Fig. 1: run 1, met1 routing
Drawn at 3 px/um. Supply wires on this layer in grey. Cells faint in the background.
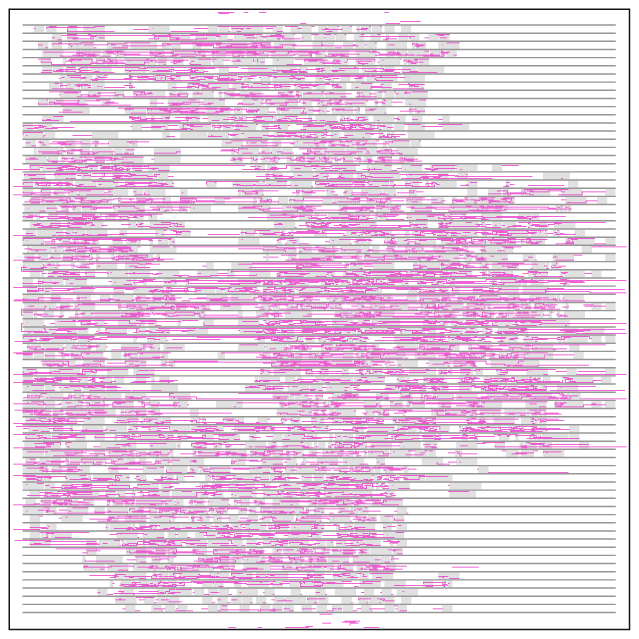
Fig. 2: run 1, sequential cells coloured by netlist name
Drawn at 2 px/um.
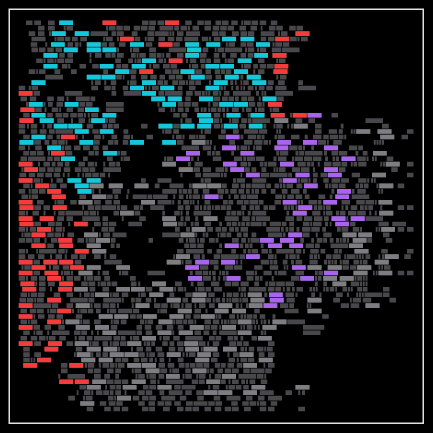
Fig. 3: run 1, routing congestion
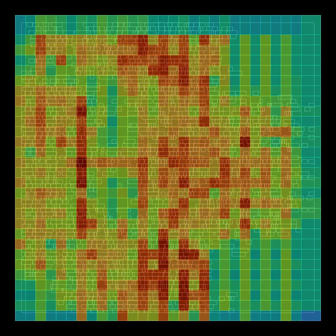
==> config.mk <==
export PLATFORM = sky130hd
export DESIGN_NAME = pivot_fault_collector
export DESIGN_NICKNAME = d
export VERILOG_FILES = /design/src/rtl/pivot_fault_collector_pkg.sv /design/src/rtl/pivot_fault_collector_pcam_entry.sv /design/src/rtl/pivot_fault_collector.sv
export SDC_FILE = /design/constraint.sdc
export NUM_CORES = 1
export LEC_CHECK = 0
export CORE_MARGIN = 4
export CORE_UTILIZATION = 45
export CTS_CLUSTER_DIAMETER = 50
export CTS_CLUSTER_SIZE = 8
export DETAILED_ROUTE_END_ITERATION = 10
export PLACE_DENSITY = 0.75
export SLEW_MARGIN = 5
export SYNTH_ARGS = -nofsm -noshare
export SYNTH_HDL_FRONTEND = slang
export SYNTH_SLANG_ARGS = --single-unit
export TNS_END_PERCENT = 5
==> constraint.sdc <==
create_clock -name clk -period 2.94 [get_ports clk]
set_input_delay 0.294 -clock clk [delete_from_list [all_inputs] [get_ports clk]]
set_output_delay 0.294 -clock clk [all_outputs]
set_load 0.005 [all_outputs]
==> run summary, run 1 <==
run metrics: maximum number of buffers from clock root to sink 3, Clock Pin Slew Worst Setup and Hold Paths roughly 0.05 ns, count of unresolved DRC violations after routing 0, share of synthesized registers carrying an async set or reset 0, Top Family by Delay on Critical Path buffers and inverters, maximum number of pins on one net before global-route repair 120, vias in the first global route about 13000, synthesis warning total 0, detail-routed via count per cell about 5.2, post-synthesis register bit count 325, setup repair after global routing missed its margin true, dominant cell by count in the synthesized netlist dfxtp_1, fraction of the cycle the final worst path needs 0.9952, global router's overall resource usage 0.2301, number of iterations in the first detailed-routing pass 7, run status complete, no violations, Post-Syn Area roughly 18000 sq um, Post-CTS Setup Inserts 0, switching power 2.636 mW, share of cells above drive strength 1 0.1037, part of the Yosys area used for sequential elements 0.3678, transition time at the pin with the least slew margin 0.8706 ns, worst min path class in -> reg, yosys cell count roughly 1900, fin area 21370 sq um, Dominant flop cell dfxtp_1, switching share of total power 0.2433, critical path's slowest cell clkdlybuf4s50_1, top achievable clock speed between 300 and 400 MHz, r2r worst-path depth 11, final layout net count 2116, iteration-0 DRC count of the detailed router 860, Max Transition Viols Final 0, Req. time, crit path 3.38 ns, initial antenna violation count 1, die footprint 42550 sq um, TritonCTS clock tree done, Clock Sink Count 325, Worst Path Max Fanout 18, Post-CTS Hold Fix Bufs 0, Late-Pin Clk Latency 0.58 ns, Layout Skew just over 0.02 ns, leading post-synthesis cells by instance count dfxtp_1 (325), buf_4 (299), nor2_1 (292), part of the power in combinational logic 0.107, HPWL reported at the end of detailed placement about 37000 um
About Fig. 1:
nets with wire on the layer	1975
main direction	horizontal
wire length on this layer	21.0 mm
longest straight run	72.7 um
share of all routed wire	42%
met1 global-route usage: 0.2884
total via count after detailed routing: 13010

About Fig. 2:
colour	signal	placed flops
purple	g_entry.u_entry.r_entry	48
red	g_entry.u_entry.o_cflag	64
cyan	g_entry.u_entry.o_row	80
total sequential power: 4.59 mW
sequential share of cell area: 0.3044
core occupancy in the finished layout: 0.5517
area occupied by registers: 6506 sq um

About Fig. 3:
met2 capacity usage during global routing: 0.3729
met3 Usage GRT: 0.06480
most used routing layer in global routing: met2
routed wirelength normalized by instance count: 20.05 um

==> run 1: logic make-up after synthesis <==
family | Yosys count | synth area share
muxes | 252 | 0.1426
buffers and inverters | 438 | 0.1686
and+or+nand+nor | 496 | 0.1271
xor gates and xnor gates | 194 | 0.09604
DFF | 325 | 0.3678
adders and majority gates | 87 | 0.06153
AOI/OAI and AO/OA | 107 | 0.03642
==> run 1: power groups by stage <==
stage                     combinational [mW]  sequential (mW)  clock, mW
final                                   1.16             4.59       5.08
after global routing                    1.26             4.60       5.38
after CTS                               1.16             4.59       5.22
after detailed placement                1.16             4.67          0
after global placement                  1.13             4.67          0
after floorplan                        0.761             4.65          0
==> run 1: repair_timing <==
action	4_1_cts	5_1_grt
endpoints found under the setup margin	2	100
pin swaps	1	3
resized	0	5
gates cloned	0	1
==> run 1: area by class of cell <==
| type | instances | share of cell area |
|---|---|---|
| Multi-Input combinational cell | 1137 | 0.3859 |
| Sequential cell | 325 | 0.3044 |
| Timing Repair Buffer | 432 | 0.2064 |
| Clock buffer | 55 | 0.05989 |
| Tap cell | 518 | 0.03033 |
| Inverter | 48 | 0.008431 |
| Clock inverter | 8 | 0.004391 |
| Antenna cell | 1 | 0.0001171 |
==> run 1: per-layer routing <==
metal,vias up,part of all wire,GRT usage
met1,6249,0.42,0.2884
met4,0,0.039,0.09529
met5,-,0,0
met2,432,0.47,0.3729
li1,6217,-,-
met3,110,0.076,0.06480
==> run 1: stage by stage <==
| step | util | total power, mW | setup slack (ns) | TNS [ns] | hold slack (ns) |
|---|---|---|---|---|---|
| floorplan | - | 5.412 | 0.1333 | 0 | 0.4376 |
| global placement | 0.5154 | 5.801 | -0.5306 | -134.87 | 0.4532 |
| detailed placement | 0.5154 | 5.828 | -0.6156 | -147.67 | 0.4633 |
| CTS | 0.5508 | 10.97 | 0.002481 | 0 | 0.1793 |
| global route | 0.5517 | 11.24 | -0.08117 | -1.777 | 0.2169 |
| finish | 0.5517 | 10.83 | 0.01414 | 0 | 0.1922 |
==> run 1: cell usage in the layout (no fill, tap or decap), types with 18 or more instances in the layout <==
master             n
xnor2_1          112
clkdlybuf4s50_1  304
nor3_1            41
nand3_1           23
a21oi_1           51
nand4_1           24
nand2_1           62
dfxtp_1          325
inv_1             47
buf_12            32
xor2_1            82
ha_1              87
a31oi_1           18
buf_4             95
nor2_1           291
clkbuf_16         50
mux2i_1          252
==> run 1: worst register-to-register path, stage by stage, from the launching register on <==
cell	delay, ns
dfxtp_1	0.32
inv_1	0.05
ha_1	0.20
and3_1	0.25
or3_1	0.38
buf_4	0.18
nor2_1	0.14
nand3b_1	0.18
nor3_2	0.37
buf_12	0.32
mux2i_1	0.24
nor2_1	0.06
==> inputs of run 2 (changes only) <==
--- a/config.mk
+++ b/config.mk
@@ -6,11 +6,11 @@
 export NUM_CORES = 1
 export LEC_CHECK = 0
 export CORE_MARGIN = 4
-export CORE_UTILIZATION = 45
+export CORE_UTILIZATION = 49
 export CTS_CLUSTER_DIAMETER = 50
 export CTS_CLUSTER_SIZE = 8
 export DETAILED_ROUTE_END_ITERATION = 10
-export PLACE_DENSITY = 0.75
+export PLACE_DENSITY = 0.76
 export SLEW_MARGIN = 5
 export SYNTH_ARGS = -nofsm -noshare
 export SYNTH_HDL_FRONTEND = slang
Fig. 4: run 2, sequential cells coloured by netlist name
Drawn at 2 px/um.
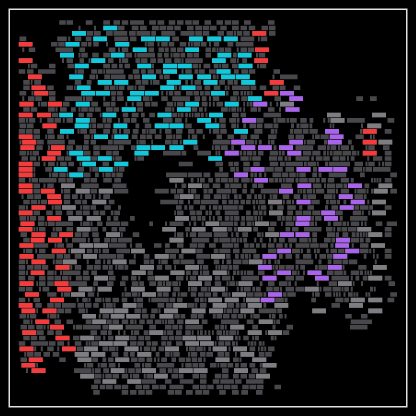
colour	signal	placed flops
cyan	g_entry.u_entry.o_row	80
purple	g_entry.u_entry.r_entry	48
red	g_entry.u_entry.o_cflag	64
not coloured	133
total sequential power: 4.58 mW
core occupancy in the finished layout: 0.6043
sequential share of cell area: 0.3027

Fig. 5: run 2, met1 routing
Drawn at 3 px/um. Supply wires on this layer in grey. Cells faint in the background.
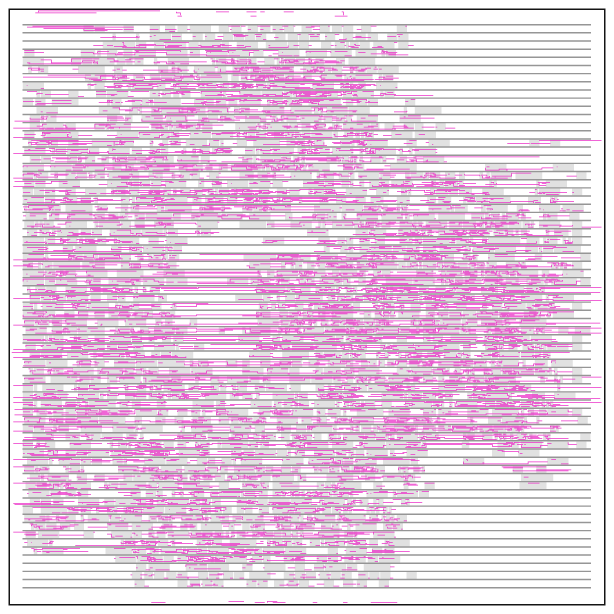
longest straight run	65.8 um
share of all routed wire	41%
wire length on this layer	20.6 mm
nets with wire on the layer	2001
Total Wirelength: 50640 um
met1 global-route usage: 0.3125
total via count after detailed routing: 13110

==> run 2 against run 1 <==
  * Maximum frequency increased by 0.75%
  * First-iteration DRC count is 4.2% lower
  * Utilization is 5.3 points higher
  * Global-route usage increased by 1.8 points
  * Die area decreased by 7.9%
  * Highest routed layer unchanged
  * Setup slack improved by 0.022 ns
  * Sequential share of layout area down 0.18 points
  * Synthesized cell count is the same
  * Largest power group unchanged
  * Final area up 0.58%
  * Clock skew up 0.0021 ns
  * Combinational power is essentially flat
  * Sequential power about the same
==> run summary, run 2 <==
run metrics: Layout Skew 0.02259 ns, run status complete, no violations, Max Transition Viols Final 0, Largest cells by area dfxtp_1 (37%), mux2i_1 (14%), buf_4 (13%), nor2_1 (6.2%), ha_1 (6.2%), Late-Pin Clk Latency 0.57 ns, routed wirelength normalized by instance count 20.43 um, transition time at the pin with the least slew margin between 0.8 and 0.9 ns, detail-routed via count per cell 5.286, number of top-level pins 306, share of synthesized registers carrying an async set or reset 0, global router's overall resource usage 0.2485, setup repair after global routing missed its margin true, setup TNS 0 ns, worst min path class in -> reg, leading post-synthesis cells by instance count dfxtp_1 (325), buf_4 (299), nor2_1 (292), Post-CTS Setup Inserts 0, Post-Syn Area 17690 sq um, Dominant flop cell dfxtp_1, TritonCTS clock tree done, routability congestion estimate 0.8788, initial antenna violation count 0, critical path's slowest cell clkdlybuf4s50_1, top logic cell by instance count in the layout dfxtp_1, count of antenna diodes in the layout 0, HPWL reported at the end of detailed placement roughly 37000 um, top achievable clock speed 344.4 MHz, synthesis warning total 0, Clock Sink Count 325, remaining global-route overflow 0, Req. time, crit path 3.39 ns, vias in the first global route 13130, maximum number of buffers from clock root to sink 3, part of the Yosys area used for sequential elements 0.3678, final layout net count 2131, Top Family by Delay on Critical Path simple AND/OR/NAND/NOR gates, iteration-0 DRC count of the detailed router a little over 800, startpoint class of the critical path input pin, r2r worst-path depth 9, maximum number of pins on one net before global-route repair roughly 120, Clock Pin Slew Worst Setup and Hold Paths 0.05 ns, count of unresolved DRC violations after routing 0, share of cells above drive strength 1 0.1120, most frequently placed logic cells in the final layout dfxtp_1 (325), clkdlybuf4s50_1 (304), nor2_1 (291), mux2i_1 (251), xnor2_1 (112), dominant cell by count in the synthesized netlist dfxtp_1
==> run 2: cell counts after synthesis <==
Identical to the previous run, type by type.
==> run 2: timing repair <==
action,4_1_cts,5_1_grt
hold buffers,0,0
gates cloned,0,1
resized,4,11
setup endpoints to repair,37,141
endpoints found under the hold margin,0,0
pin swaps,0,6
==> run 2: final cells by class <==
| type | instances | area (sq um) | share of cell area |
|---|---|---|---|
| repair buffers | 447 | 4539 | 0.2112 |
| flip-flops and latches | 325 | 6506 | 0.3027 |
| inverters | 48 | 180.2 | 0.008382 |
| well taps | 461 | 576.8 | 0.02684 |
| clock inverters | 6 | 138.9 | 0.006461 |
| clock buffers | 55 | 1279 | 0.05949 |
| multi-input cells | 1137 | 8274 | 0.3849 |
==> run 2: through the flow <==
stage                     hold slack [ns]  power (mW)  cell area (sq um)  std cells  setup WS (ns)
after floorplan                    0.4376       5.412              17690       1899         0.1333
after global placement             0.4377       5.783              20010       2417        -0.5929
after detailed placement           0.4633       5.819              20010       2417        -0.6909
after CTS                          0.2183       11.11              21440       2478        0.02680
after global routing               0.2491       11.41              21490       2479       -0.06838
final                              0.1670       11.05              21490       2479        0.03603
==> run 2: layer usage <==
layer | up-vias | GRT usage | wire length (um)
li1 | 6241 | - | -
met1 | 6289 | 0.3125 | 20620
met2 | 459 | 0.4107 | 24220
met3 | 116 | 0.06483 | 3895
met4 | 0 | 0.09436 | 1903
met5 | - | 0 | 0
==> run 2: kinds of logic after synthesis <==
logic type	synth area share
compound gates	0.03642
fa+ha+maj	0.06153
flops	0.3678
simple gates	0.1271
buf+inv	0.1686
mux	0.1426
xor+xnor	0.09604
==> run 2: power breakdown <==
| group | switching, mW | total [mW] | internal [mW] |
|---|---|---|---|
| Sequential | 0.0747 | 4.58 | 4.51 |
| Combinational | 0.590 | 1.16 | 0.571 |
| Clock | 2.01 | 5.31 | 3.30 |
==> run 2: worst reg2reg max path, delay by kind of cell, from the launching register on <==
kind / cells / cell delay (ns)
mux: 1 / 0.29
simple gates: 6 / 1.79
flops: 1 / 0.33
buf+inv: 1 / 0.04
fa+ha+maj: 1 / 0.21
Power is estimated from default activity; no workload was simulated.
